`src/rtl/rf_pkg.sv`:
```
// Shared types and defaults for the parametrised 2-read/1-write register file.
// The optional parity feature is enabled by defining RF_PARITY_EN.
`timescale 1ns/1ps
package rf_pkg;
    localparam int RF_DATA_W = 4;
    localparam int RF_ADDR_W = 3;

    typedef enum logic {IDLE, CLEAR} rf_state_e;

    // Even parity: the stored bit makes the total count of ones even.
    function automatic logic even_par(input logic [63:0] d);
        return ^d;
    endfunction
endpackage

```
`src/rtl/rf_read_port.sv`:
```
// One registered read port: range check, write-to-read bypass, output register.
// With RF_PARITY_EN the stored parity bit is checked and reported on rd_err.
`timescale 1ns/1ps
module rf_read_port
    import rf_pkg::*;
#(
    parameter int DATA_W = RF_DATA_W,
    parameter int ADDR_W = RF_ADDR_W,
    parameter int DEPTH  = 1 << ADDR_W,
    parameter int ENT_W  = DATA_W
) (
    input  logic                               clk,
    input  logic                               rst,
    input  logic                               hold,
    input  logic [DEPTH-1:0][ENT_W-1:0]        mem,
    input  logic [ADDR_W-1:0]                  rd_addr,
    input  logic                               byp_en,
    input  logic [ADDR_W-1:0]                  byp_addr,
    input  logic [DATA_W-1:0]                  byp_val,
`ifdef RF_PARITY_EN
    output logic                               rd_err,
`endif
    output logic [DATA_W-1:0]                  rd_val
);
    logic [ENT_W-1:0] ent;
    logic             hit;

    always_comb begin
        ent = '0;
        if (32'(rd_addr) < 32'(DEPTH))
            ent = mem[rd_addr];
        hit = byp_en && (byp_addr == rd_addr);
    end

    always_ff @(posedge clk) begin
        if (rst || hold) begin
            rd_val <= '0;
`ifdef RF_PARITY_EN
            rd_err <= 1'b0;
`endif
        end else if (hit) begin
            rd_val <= byp_val;
`ifdef RF_PARITY_EN
            rd_err <= 1'b0;
`endif
        end else begin
            rd_val <= ent[DATA_W-1:0];
`ifdef RF_PARITY_EN
            rd_err <= ent[ENT_W-1] ^ (^ent[DATA_W-1:0]);
`endif
        end
    end
endmodule

```
`src/rtl/rf_param_2r1w.sv`:
```
// Register file top: storage, write decode, sequential clear engine, two read ports.
// Define RF_PARITY_EN to add a per-entry parity bit and rdErrA/rdErrB outputs.
`timescale 1ns/1ps
module rf_param_2r1w
    import rf_pkg::*;
#(
    parameter int DATA_W = RF_DATA_W,
    parameter int ADDR_W = RF_ADDR_W,
    parameter int DEPTH  = 1 << ADDR_W
) (
    input  logic              clk,
    input  logic              rst,
    input  logic              wrEn,
    input  logic [ADDR_W-1:0] wrAddr,
    input  logic [DATA_W-1:0] wrVal,
    input  logic [ADDR_W-1:0] rdAddrA,
    output logic [DATA_W-1:0] rdValA,
    input  logic [ADDR_W-1:0] rdAddrB,
    output logic [DATA_W-1:0] rdValB,
`ifdef RF_PARITY_EN
    output logic              rdErrA,
    output logic              rdErrB,
`endif
    input  logic              clrReq,
    output logic              busy
);
`ifdef RF_PARITY_EN
    localparam int PAR_W = 1;
`else
    localparam int PAR_W = 0;
`endif
    localparam int ENT_W = DATA_W + PAR_W;
    localparam logic [ADDR_W-1:0] LAST_IDX = ADDR_W'(DEPTH - 1);

    rf_state_e                   state;
    logic [ADDR_W-1:0]           clr_idx;
    logic [DEPTH-1:0][ENT_W-1:0] mem;
    logic [ENT_W-1:0]            wr_ent;
    logic                        wr_commit;

    // A write only lands when idle, not displaced by a clear request, and in range;
    // the bypass keys off the same condition so reads always match what is stored.
    always_comb begin
        wr_commit = (state == IDLE) && !clrReq && wrEn && (32'(wrAddr) < 32'(DEPTH));
`ifdef RF_PARITY_EN
        wr_ent = {even_par(64'(wrVal)), wrVal};
`else
        wr_ent = wrVal;
`endif
    end

    always_ff @(posedge clk) begin
        if (rst) begin
            state   <= CLEAR;
            clr_idx <= '0;
            busy    <= 1'b1;
        end else begin
            case (state)
                IDLE: begin
                    if (clrReq) begin
                        state   <= CLEAR;
                        clr_idx <= '0;
                        busy    <= 1'b1;
                    end
                end
                CLEAR: begin
                    mem[clr_idx] <= '0;
                    clr_idx      <= clr_idx + 1'b1;
                    if (clr_idx == LAST_IDX) begin
                        state <= IDLE;
                        busy  <= 1'b0;
                    end
                end
                default: state <= CLEAR;
            endcase
            if (wr_commit)
                mem[wrAddr] <= wr_ent;
        end
    end

    rf_read_port #(.DATA_W(DATA_W), .ADDR_W(ADDR_W), .DEPTH(DEPTH), .ENT_W(ENT_W)) u_port_a (
        .clk      (clk),
        .rst      (rst),
        .hold     (state == CLEAR),
        .mem      (mem),
        .rd_addr  (rdAddrA),
        .byp_en   (wr_commit),
        .byp_addr (wrAddr),
        .byp_val  (wrVal),
`ifdef RF_PARITY_EN
        .rd_err   (rdErrA),
`endif
        .rd_val   (rdValA)
    );

    rf_read_port #(.DATA_W(DATA_W), .ADDR_W(ADDR_W), .DEPTH(DEPTH), .ENT_W(ENT_W)) u_port_b (
        .clk      (clk),
        .rst      (rst),
        .hold     (state == CLEAR),
        .mem      (mem),
        .rd_addr  (rdAddrB),
        .byp_en   (wr_commit),
        .byp_addr (wrAddr),
        .byp_val  (wrVal),
`ifdef RF_PARITY_EN
        .rd_err   (rdErrB),
`endif
        .rd_val   (rdValB)
    );
endmodule

```
`config.mk`:
```
export PLATFORM = sky130hd
export DESIGN_NAME = rf_param_2r1w
export DESIGN_NICKNAME = d
export VERILOG_FILES = /design/src/rtl/rf_pkg.sv /design/src/rtl/rf_read_port.sv /design/src/rtl/rf_param_2r1w.sv
export SDC_FILE = /design/constraint.sdc
export NUM_CORES = 1
export LEC_CHECK = 0
export CAP_MARGIN = 10
export CORE_MARGIN = 3
export CORE_UTILIZATION = 59
export CTS_BUF_LIST = sky130_fd_sc_hd__clkbuf_4 sky130_fd_sc_hd__clkbuf_8
export DETAILED_ROUTE_END_ITERATION = 10
export PLACE_DENSITY = 0.9
export SETUP_SLACK_MARGIN = 0.3
export SYNTH_ARGS = -nofsm -noshare
export SYNTH_HDL_FRONTEND = slang
export SYNTH_HIERARCHICAL = 1
export SYNTH_SLANG_ARGS = --single-unit
```
`constraint.sdc`:
```
create_clock -name clk -period 1.7 [get_ports clk]
set_input_delay 0.255 -clock clk [delete_from_list [all_inputs] [get_ports clk]]
set_output_delay 0.255 -clock clk [all_outputs]
set_load 0.005 [all_outputs]
```
io_fan.png
Drawn at 4 px/um.
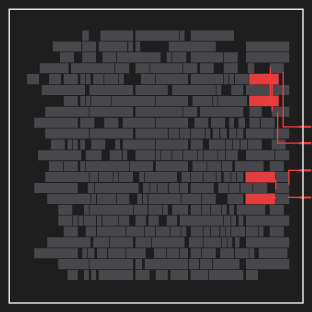
rdValB -> red  # bits 4, direction output, end cells 4, buffers 4, wire 62.6 um
number of port buffers: 25
IO Pins: 26

logic_types.png
Drawn at 6 px/um.
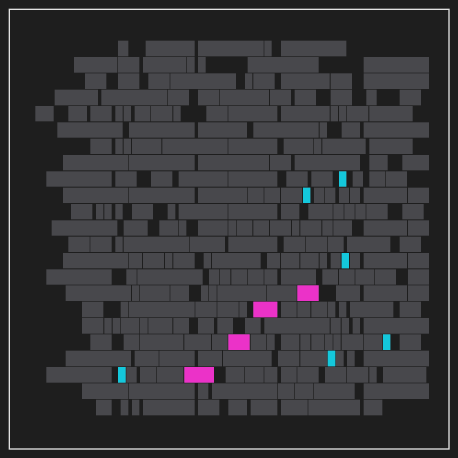
AND and OR gates -> magenta  # cells 4, where south
inverters -> cyan  # cells 6, most used inv_1

sizes.png
Drawn at 6 px/um.
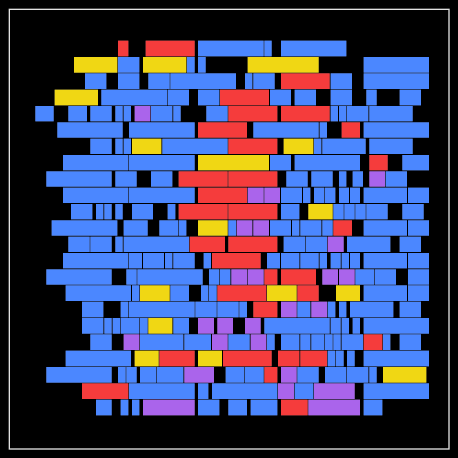
_2 cells -> red  # cells 32, share 12%
_0 and _1 cells -> blue  # cells 194, share 73%
_6 and larger -> yellow  # cells 16, share 6.0%
_3 and _4 cells -> purple  # cells 25, share 9.4%
area delta synth->final: 26.5%
final instance area: 3350 um2

placement.png
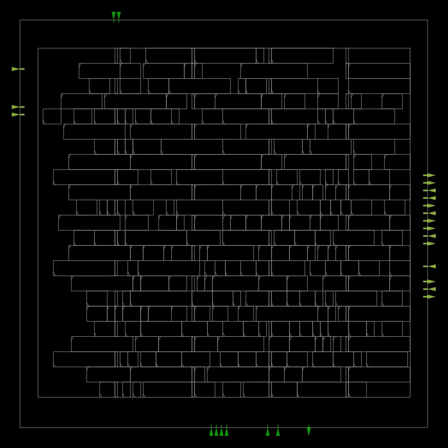
FFs & Latches: 45
Seq/total area: 36.7%
non-filler instance count after layout: 317

io_placement.png
Drawn at 6 px/um. Pins as bars across the die edge, other pins in gray.
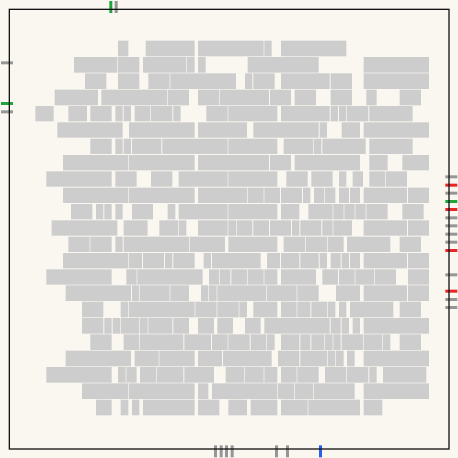
busy -> blue  # pins 1, direction output, edge south
rdValB -> red  # pins 4, direction output, edge east
rdAddrB -> green  # pins 3, direction input, edge 1 east, 1 north, 1 west
all pins by edge = 14 east, 7 south, 3 west, 2 north

==> flow_metrics.env <==
# implementation run metrics
export IMPL_status="completed"
export IMPL_logic_family="multiplexers"
export IMPL_route_detailed_drc=0
export IMPL_netlist_area_um2=2650
export IMPL_cts_tree="yes"
export IMPL_rsz0062_at_grt="yes"
export IMPL_cts_buffer_depth=2
export IMPL_numCtsBuffers=5
export IMPL_gp_congestion=0.885
export IMPL_top_usage_layer="met2"
export IMPL_cts_sinks=45
export IMPL_synthCells=216
export IMPL_root_buffer="clkbuf_8"
export IMPL_antenna_found_initial=0
export IMPL_placedCellCount=300
export IMPL_grt_use_total_pct=28.6
export IMPL_arrival_ps=1560
export IMPL_ys_sh_simple_pct=13.9
export IMPL_chipHeight_um=73.1
export IMPL_rows=23
export IMPL_yosysWarnings=6
export IMPL_route_vias_total=2132
export IMPL_fa_ha_area_share_pct=0.943
export IMPL_grt_util_met1_pct=34.4
export IMPL_worstSetupPathType="reg -> reg"
export IMPL_final_core_util_pct=80.4
final timing paths:
path               from  endpoint  slack (ps)  depth (start not counted)
hold / removal     busy      busy         530                          2
setup / recovery  state   mem[21]         270                          3
setup reg to reg  state   mem[21]         270                          3
hold reg to reg    busy      busy         530                          2
routing by layer:
metal  vias to the layer above  routed length (um)
met2                       179                3380
met3                        37                 812
met1                      1001                2670
li1                        915                   -
met5                         -                   0
met4                         0                 312
stage by stage:
| step | hold slack [ps] | worst slack [ps] | cell area, um2 | setup TNS, ps | total power, uW |
|---|---|---|---|---|---|
| 2_1_floorplan | 327 | 302 | 2660 | 0 | 1580 |
| 3_3_place_gp | 480 | -122 | 3080 | -1960 | 1720 |
| 3_5_place_dp | 521 | -160 | 3080 | -3300 | 1740 |
| 4_1_cts | 534 | 302 | 3290 | 0 | 2400 |
| 5_1_grt | 597 | 260 | 3350 | 0 | 2530 |
| 6_report | 526 | 269 | 3350 | 0 | 2440 |
worst max-delay path: stages, from the launching register on:
cell and delay (ps):
dfxtp_4 390, nor3b_4 250, and4b_2 370, mux2i_1 250
power breakdown:
part           total (uW)  switching [uW]  leakage [uW]  internal, uW
clock network         659             340     0.0000467           318
registers            1320            61.4      0.000424          1250
logic                 461             216       0.00101           245
Yosys cell counts:
library cell	number	share of area (%)
buf_6	6	2.5
nand3_1	2	0.38
nand4bb_1	3	1.3
ha_1	2	0.94
or4b_4	1	0.52
a21oi_1	11	2.1
edfxtp_1	32	36
and4b_1	2	0.75
nor3_1	1	0.19
nor3b_4	1	0.71
o21ai_0	10	1.9
mux2i_1	40	15
nand4_1	3	0.71
nand4b_1	3	0.99
dfxtp_1	13	9.8
nand2_1	39	5.5
nor2b_1	1	0.24
inv_1	6	0.85
xnor2_1	6	2.0
mux4_2	16	14
nor3b_1	5	1.4
buf_2	4	0.75
clkbuf_2	2	0.38
and3b_1	1	0.33
nor2_1	6	0.85
registers in the layout, summed over array words and instances (netlist names):
register / flops
u_port_a/rd_val: 4
state: 1
busy: 1
u_port_b/rd_val: 4
clr_idx: 3
mem: 32
cell families after synthesis:
logic type                 after synthesis
adders and majority gates                2
buffers and inverters                   18
and+or+nand+nor                         68
muxes                                   56
AOI/OAI and AO/OA                       21
xor gates and xnor gates                 6
DFF                                     45
what timing repair did:
action / 4_1_cts / 5_1_grt
gates resized: 23 / 18
setup buffers: 5 / 2
cloned: 2 / 0
setup endpoints to repair: 41 / 39
pin swaps: 2 / 5
layout make-up:
type	instances	area, um2
multi-input cells	153	1370
flip-flops and latches	45	1230
fillers	209	818
repair buffers	55	586
clock buffers	7	83.8
well taps	50	62.6
inverters	6	22.5
clock inverters	1	3.75
Power is estimated from default activity; no workload was simulated.
